[src/rtl/rx_jesd204b_cgs_align.sv]
// rx_jesd204b_cgs_align
// JESD204B RX code-group synchronisation: comma search over a 20-bit window,
// CS_INIT / CS_CHECK / CS_DATA state machine, SYNC~ generation, and
// registered word-aligned symbols (abcdeifghj, bit 9 = a) for the decoder.
//
// Optional build macro CGS_RD_CHECK_EN: adds running-disparity tracking in
// CS_CHECK / CS_DATA, folds disparity errors into sym_inv, exports rd_out.
//
// Handshake: din is consumed only on cycles with din_valid = 1 (no
// back-pressure); sym_valid is din_valid delayed by one cycle, and
// sym_out / sym_is_k / sym_inv are meaningful only while sym_valid = 1.
module rx_jesd204b_cgs_align #(
    parameter int KCNT_LOCK = 4,
    parameter int INV_LOSS  = 3,
    parameter int VALID_RUN = 4
) (
    input  logic       clk,
    input  logic       rst,
    input  logic [9:0] din,
    input  logic       din_valid,
    output logic [9:0] sym_out,
    output logic       sym_valid,
    output logic       sym_is_k,
    output logic       sym_inv,
    output logic       sync_n,
    output logic [1:0] cgs_state,
`ifdef CGS_RD_CHECK_EN
    output logic       rd_out,
`endif
    output logic [3:0] align_offset,
    output logic       loss_pulse
);

    typedef enum logic [1:0] {
        CS_INIT  = 2'd0,
        CS_CHECK = 2'd1,
        CS_DATA  = 2'd2
    } cgs_t;

    cgs_t       state;
    logic [9:0] prev_word;
    logic [3:0] kcnt;
    logic [3:0] icnt;
    logic [3:0] vrun;

    logic [19:0] win;
    logic [9:0]  cur;
    logic        cur_k;
    logic        cur_inv;
    logic        comma_found;
    logic [3:0]  comma_k;
    logic        comma_is_k;
    logic [3:0]  kcnt_next;
    logic [3:0]  icnt_inc;
    logic [3:0]  icnt_dec;
    logic [3:0]  vrun_inc;

    // Candidate symbol starting k bits into the window (k = 0 is prev_word).
    function automatic logic [9:0] cand_at(input logic [19:0] w, input logic [3:0] k);
        logic [19:0] t;
        t = w >> (5'd10 - {1'b0, k});
        return t[9:0];
    endfunction

    function automatic logic is_k285(input logic [9:0] s);
        return (s == 10'h0FA) || (s == 10'h305);
    endfunction

    // Code-space check: ones count 4..6 and no all-equal sub-block.
    function automatic logic code_bad(input logic [9:0] s);
        int ones;
        ones = $countones(s);
        return (ones < 4) || (ones > 6) ||
               (s[9:4] == 6'h00) || (s[9:4] == 6'h3F) ||
               (s[3:0] == 4'h0)  || (s[3:0] == 4'hF);
    endfunction

    assign win       = {prev_word, din};
    assign cur       = cand_at(win, align_offset);
    assign cur_k     = is_k285(cur);
    assign cgs_state = state;

`ifdef CGS_RD_CHECK_EN
    logic rd;
    logic rd_conflict;
    logic rd_after;

    // Disparity of each sub-block against the running disparity entering it.
    always_comb begin
        int o6;
        int o4;
        logic r;
        rd_conflict = 1'b0;
        r  = rd;
        o6 = $countones(cur[9:4]);
        o4 = $countones(cur[3:0]);
        if (o6 > 3 || cur[9:4] == 6'b000111) begin
            if (r) rd_conflict = 1'b1;
            r = 1'b1;
        end else if (o6 < 3 || cur[9:4] == 6'b111000) begin
            if (!r) rd_conflict = 1'b1;
            r = 1'b0;
        end
        if (o4 > 2 || cur[3:0] == 4'b0011) begin
            if (r) rd_conflict = 1'b1;
            r = 1'b1;
        end else if (o4 < 2 || cur[3:0] == 4'b1100) begin
            if (!r) rd_conflict = 1'b1;
            r = 1'b0;
        end
        rd_after = r;
    end

    assign cur_inv = code_bad(cur) || ((state != CS_INIT) && rd_conflict);
    assign rd_out  = rd;

    // Running disparity: seeded by the locking K28.5, tracked once locked.
    always_ff @(posedge clk) begin
        if (rst) begin
            rd <= 1'b0;
        end else if (din_valid) begin
            if (state == CS_INIT) begin
                if (kcnt_next >= 4'(KCNT_LOCK)) rd <= (cur == 10'h0FA);
            end else begin
                rd <= rd_after;
            end
        end
    end
`else
    assign cur_inv = code_bad(cur);
`endif

    // Comma search across all ten offsets; the lowest offset wins.
    always_comb begin
        comma_found = 1'b0;
        comma_k     = 4'd0;
        for (int k = 9; k >= 0; k--) begin
            if (win[19-k -: 7] == 7'b0011111 || win[19-k -: 7] == 7'b1100000) begin
                comma_found = 1'b1;
                comma_k     = 4'(k);
            end
        end
        comma_is_k = is_k285(cand_at(win, comma_k));
    end

    // Saturating counter arithmetic and the CS_INIT K28.5 count update.
    always_comb begin
        icnt_inc = (icnt == 4'hF) ? icnt : icnt + 4'd1;
        icnt_dec = (icnt == 4'h0) ? icnt : icnt - 4'd1;
        vrun_inc = (vrun == 4'hF) ? vrun : vrun + 4'd1;
        if (comma_found && comma_k != align_offset) begin
            kcnt_next = comma_is_k ? 4'd1 : 4'd0;
        end else if (cur_k) begin
            kcnt_next = (kcnt == 4'hF) ? kcnt : kcnt + 4'd1;
        end else begin
            kcnt_next = 4'd0;
        end
    end

    // Synchronisation FSM with registered symbol outputs.
    always_ff @(posedge clk) begin
        if (rst) begin
            state        <= CS_INIT;
            prev_word    <= 10'd0;
            kcnt         <= 4'd0;
            icnt         <= 4'd0;
            vrun         <= 4'd0;
            align_offset <= 4'd0;
            sync_n       <= 1'b0;
            sym_out      <= 10'd0;
            sym_valid    <= 1'b0;
            sym_is_k     <= 1'b0;
            sym_inv      <= 1'b0;
            loss_pulse   <= 1'b0;
        end else begin
            loss_pulse <= 1'b0;
            sym_valid  <= din_valid;
            if (din_valid) begin
                prev_word <= din;
                sym_out   <= cur;
                sym_is_k  <= cur_k;
                sym_inv   <= cur_inv;
                case (state)
                    CS_INIT: begin
                        kcnt <= kcnt_next;
                        if (comma_found && comma_k != align_offset) begin
                            align_offset <= comma_k;
                        end
                        if (kcnt_next >= 4'(KCNT_LOCK)) begin
                            state  <= CS_DATA;
                            sync_n <= 1'b1;
                            kcnt   <= 4'd0;
                        end
                    end
                    CS_DATA: begin
                        if (cur_inv) begin
                            state <= CS_CHECK;
                            icnt  <= 4'd1;
                            vrun  <= 4'd0;
                        end
                    end
                    CS_CHECK: begin
                        if (cur_inv) begin
                            icnt <= icnt_inc;
                            vrun <= 4'd0;
                            if (icnt_inc >= 4'(INV_LOSS)) begin
                                state      <= CS_INIT;
                                sync_n     <= 1'b0;
                                loss_pulse <= 1'b1;
                                kcnt       <= 4'd0;
                            end
                        end else if (vrun_inc >= 4'(VALID_RUN)) begin
                            vrun <= 4'd0;
                            icnt <= icnt_dec;
                            if (icnt_dec == 4'd0) state <= CS_DATA;
                        end else begin
                            vrun <= vrun_inc;
                        end
                    end
                    default: state <= CS_INIT;
                endcase
            end
        end
    end

endmodule

[config.mk]
export PLATFORM = sky130hd
export DESIGN_NAME = rx_jesd204b_cgs_align
export DESIGN_NICKNAME = d
export VERILOG_FILES = /design/src/rtl/rx_jesd204b_cgs_align.sv
export SDC_FILE = /design/constraint.sdc
export NUM_CORES = 1
export LEC_CHECK = 0
export ABC_AREA = 1
export CAP_MARGIN = 20
export CORE_MARGIN = 1.5
export CORE_UTILIZATION = 58
export CTS_BUF_LIST = sky130_fd_sc_hd__clkbuf_16
export DETAILED_ROUTE_END_ITERATION = 7
export PLACE_DENSITY_LB_ADDON = 0.08
export SETUP_SLACK_MARGIN = 0.3
export SLEW_MARGIN = 10
export SYNTH_ARGS = -nofsm -noshare
export SYNTH_HDL_FRONTEND = slang
export SYNTH_SLANG_ARGS = --single-unit
[constraint.sdc]
create_clock -name clk -period 7.4 [get_ports clk]
set_input_delay 2.22 -clock clk [delete_from_list [all_inputs] [get_ports clk]]
set_output_delay 2.22 -clock clk [all_outputs]
set_load 0.02 [all_outputs]
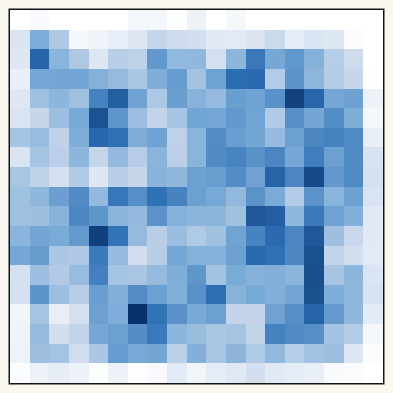
Run 1: wiring heat map
Scale: 4 px per um. The die is cut into 19 by 19 equal tiles; white is low, dark blue is high, scaled to the fullest tile. Values are wire area over tile area, all layers added.
- fullest tile: 0.65
- nearly empty tiles: 5.8%
- mean over tiles: 0.26
Routed WL: 13.81 mm
via count: 5459
mean routed wirelength per cell: 14.78 um

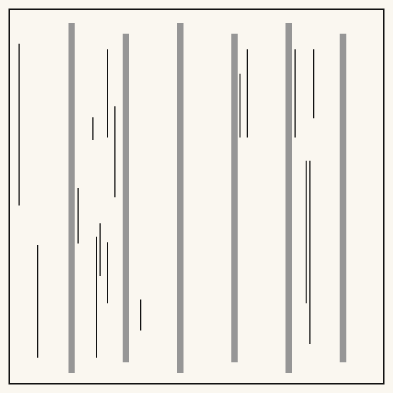
Run 1: the metal 4 layer
Scale: 4 px per um. Supply wires on this layer in grey.
- share of all routed wire: 2.6%
- longest straight run: 45.6 um
- main direction: vertical
- wire length on this layer: 354 um
- nets with wire on the layer: 15

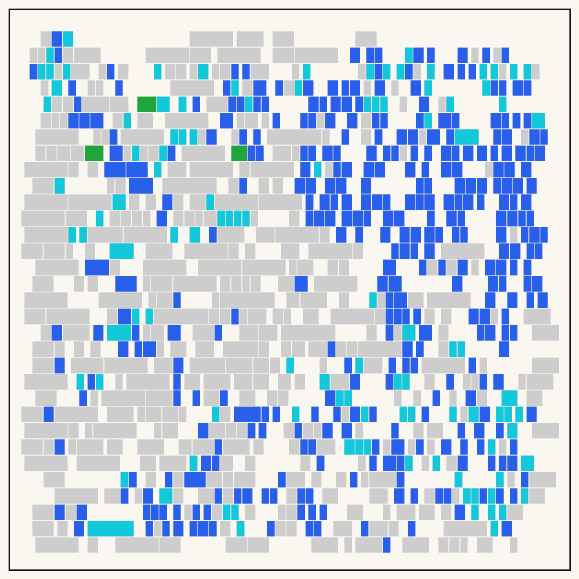
Run 1: selected gate families
Scale: 6 px per um.
- nand cells: blue (cells 350; where widely spread)
- nor cells: cyan (cells 107; where widely spread)
- non-inverting ao/oa cells: green (cells 3)

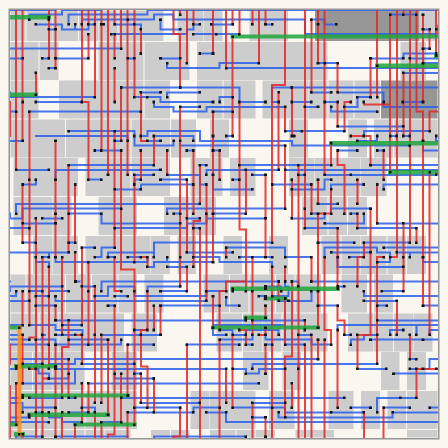
Run 1: zoomed window
Region (32, 13) to (62, 43) um. Cells in grey, sequential cells in the stronger grey; small squares are vias.
- M4: orange
- M3: green
- M1: blue
- M2: red
- most frequent: nand2_1 (22), o21ai_0 (15), nor2_1 (9)
- netlist names of flops here include: `prev_word` (2)
- cells with their middle in the window: 105
- sequential cells in the window: 2

==> deck_impl_summary.md, run 1 <==
Synthesis and Place & Route Summary

Outcome
  • Status: finished, final reports clean

Critical path
  • Kind of critical path: primary input to flop
  • WP buf/inv: 4
  • Critical R2R Launch: align_offset[0]$_SDFFE_PP0P_
  • Crit-path leading delay family: adder cells
  • Setup crit end: vrun[0]$_SDFFE_PP0P_
  • Max FO, Critical Path: 9

Placement
  • Pre-CTS setup slack: -0.05412 ns

Synth
  • Synthesized chip area reported by yosys: 0.004723 sq mm
  • Yosys top cell by instances: nand2_1
  • Max-area cell share: 18.23%
  • Ys async rst share: 0%
  • Average size of a mapped cell: 5.838 sq um

Final layout
  • Inverters: roughly 94
  • Fillers: about 750
  • Count of non-CTS buffers in the layout: 54
  • Top cell excl fill/tap: nand2_1
  • Nets@finish: 862

Run
  • Tool warnings: 31

STA
  • Worst slew margin: a little over a third
  • Final Worst Setup Slack: 0.7053 ns
  • RSZ-0062 raised after global routing: false

Floorplan
  • Core area: approximately 0.008 sq mm

Global routing
  • Most used routing layer: met2
  • Global-route wire length before repair: 23.27 mm

Power
  • Final total power: about 0.00092 W

CTS
  • H-tree depth: 2
run 1: power by group:
part           leakage, nW  total, W  internal [W]  switching [W]
clock network       0.0748  0.000233      0.000128       0.000104
registers            0.351  0.000257      0.000243      0.0000146
logic                 2.17  0.000428      0.000163       0.000265
run 1: stage by stage:
step                hold WS (ns)  std cells
global route              0.4918        934
CTS                       0.4662        929
global placement          0.4558        921
finish                    0.4657        934
floorplan                 0.4384        809
detailed placement        0.4527        921
run 1: cells by family (layout without fill, tap and decap cells):
kind of cell	count (synthesis)	in the layout	share of synthesized area, %
adder cells (fa/ha/maj)	18	18	5.722
buffers and inverters	133	156	12.72
AND/OR/NAND/NOR	463	463	44.00
flip-flops	43	43	18.23
multiplexers	3	3	0.6358
AND-OR/OR-AND	142	142	17.09
XOR/XNOR	7	7	1.616
Run 1, routing congestion map:
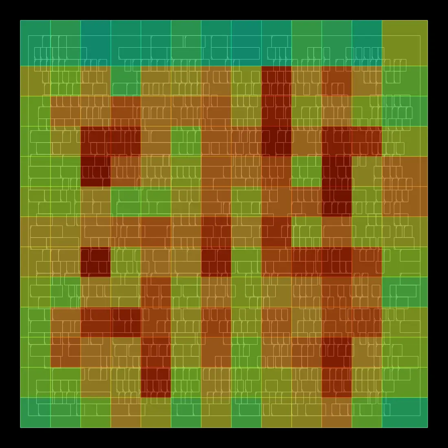

==> run 2: changes to the inputs <==
--- a/config.mk
+++ b/config.mk
@@ -12,7 +12,7 @@
 export CTS_BUF_LIST = sky130_fd_sc_hd__clkbuf_16
 export DETAILED_ROUTE_END_ITERATION = 7
 export PLACE_DENSITY_LB_ADDON = 0.08
-export SETUP_SLACK_MARGIN = 0.3
+export SETUP_SLACK_MARGIN = 0.15
 export SLEW_MARGIN = 10
 export SYNTH_ARGS = -nofsm -noshare
 export SYNTH_HDL_FRONTEND = slang
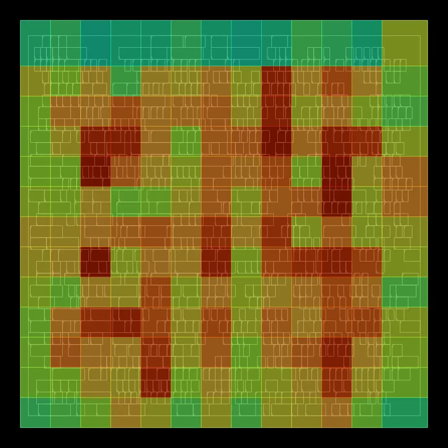
Run 2: routing congestion map
GR Util met1: 41.42%
mean routed wirelength per cell: 14.77 um
most used routing layer: met2
grt met2 use: 58.76%

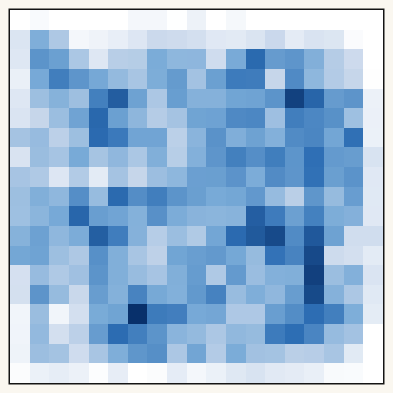
Run 2: wiring heat map
Scale: 4 px per um. The die is cut into 19 by 19 equal tiles; white is low, dark blue is high, scaled to the fullest tile. Values are wire area over tile area, all layers added.
- mean over tiles: 0.26
- fullest tile: 0.64
- nearly empty tiles: 6.6%
Routed WL: 13.78 mm
via count: 5440
Tot GR Track Use: 33.23%

==> run 2 against run 1 <==
Against the previous run:
- non-clock buffer count fell by 1
- critical path type unchanged
- largest cell class unchanged
- clock power barely moved
- sequential power barely moved
- via count fell by 0.35%
==> deck_impl_summary.md, run 2 <==
Synthesis and Place & Route Summary

Power
  • Int Pwr: around 0.00053 W
  • Switching power: between 0.0003 and 0.0004 W
  • Combinational group share of total power: ~47%
  • Seq pwr share: around 28%
  • Switching share of power: a little over two fifths

Critical path
  • Critical R2R Launch: align_offset[0]$_SDFFE_PP0P_
  • Setup crit end: vrun[0]$_SDFFE_PP0P_
  • Kind of critical path: primary input to flop

Synth
  • Yosys top cell by instances: nand2_1
  • Average size of a mapped cell: 5.838 sq um
  • Simple share: 44.00%
  • Ys async rst share: 0%
  • MUX area fraction: 0.6358%
  • Synthesized chip area reported by yosys: roughly 0.0047 sq mm

Final layout
  • Nets@finish: 861
  • Top cell excl fill/tap: nand2_1
  • Final std cells w/o fill: roughly 930
  • Fillers: 754

Outcome
  • Status: finished, final reports clean

Placement
  • Pre-CTS setup slack: -0.05412 ns

STA
  • Worst slew margin: a little over a third
  • Final Worst Setup Slack: 0.4872 ns

Run
  • Tool warnings: 31
[run 2: power groups by stage]
stage	Clock [W]	Combinational, W	Sequential, W
after floorplan	0	0.000294	0.000264
after global placement	0	0.000386	0.000262
after detailed placement	0	0.000403	0.000262
after CTS	0.000234	0.000407	0.000257
after global routing	0.000245	0.000480	0.000259
final	0.000232	0.000426	0.000257
[run 2: area by class of cell]
| class | instances | area share (%) |
|---|---|---|
| clock buffers | 5 | 2.369 |
| inverters | 94 | 6.728 |
| multi-input cells | 633 | 62.31 |
| clock inverters | 3 | 0.4975 |
| repair buffers | 53 | 9.382 |
| flip-flops and latches | 43 | 16.30 |
| well taps | 102 | 2.416 |
[run 2: what timing repair did]
action / 4_1_cts / 5_1_grt
resized: 0 / 26
hold buffers: 0 / 0
setup buffers: 0 / 4
setup endpoints to repair: 0 / 17
No activity file was given, so power comes from the tool's default toggle rates.
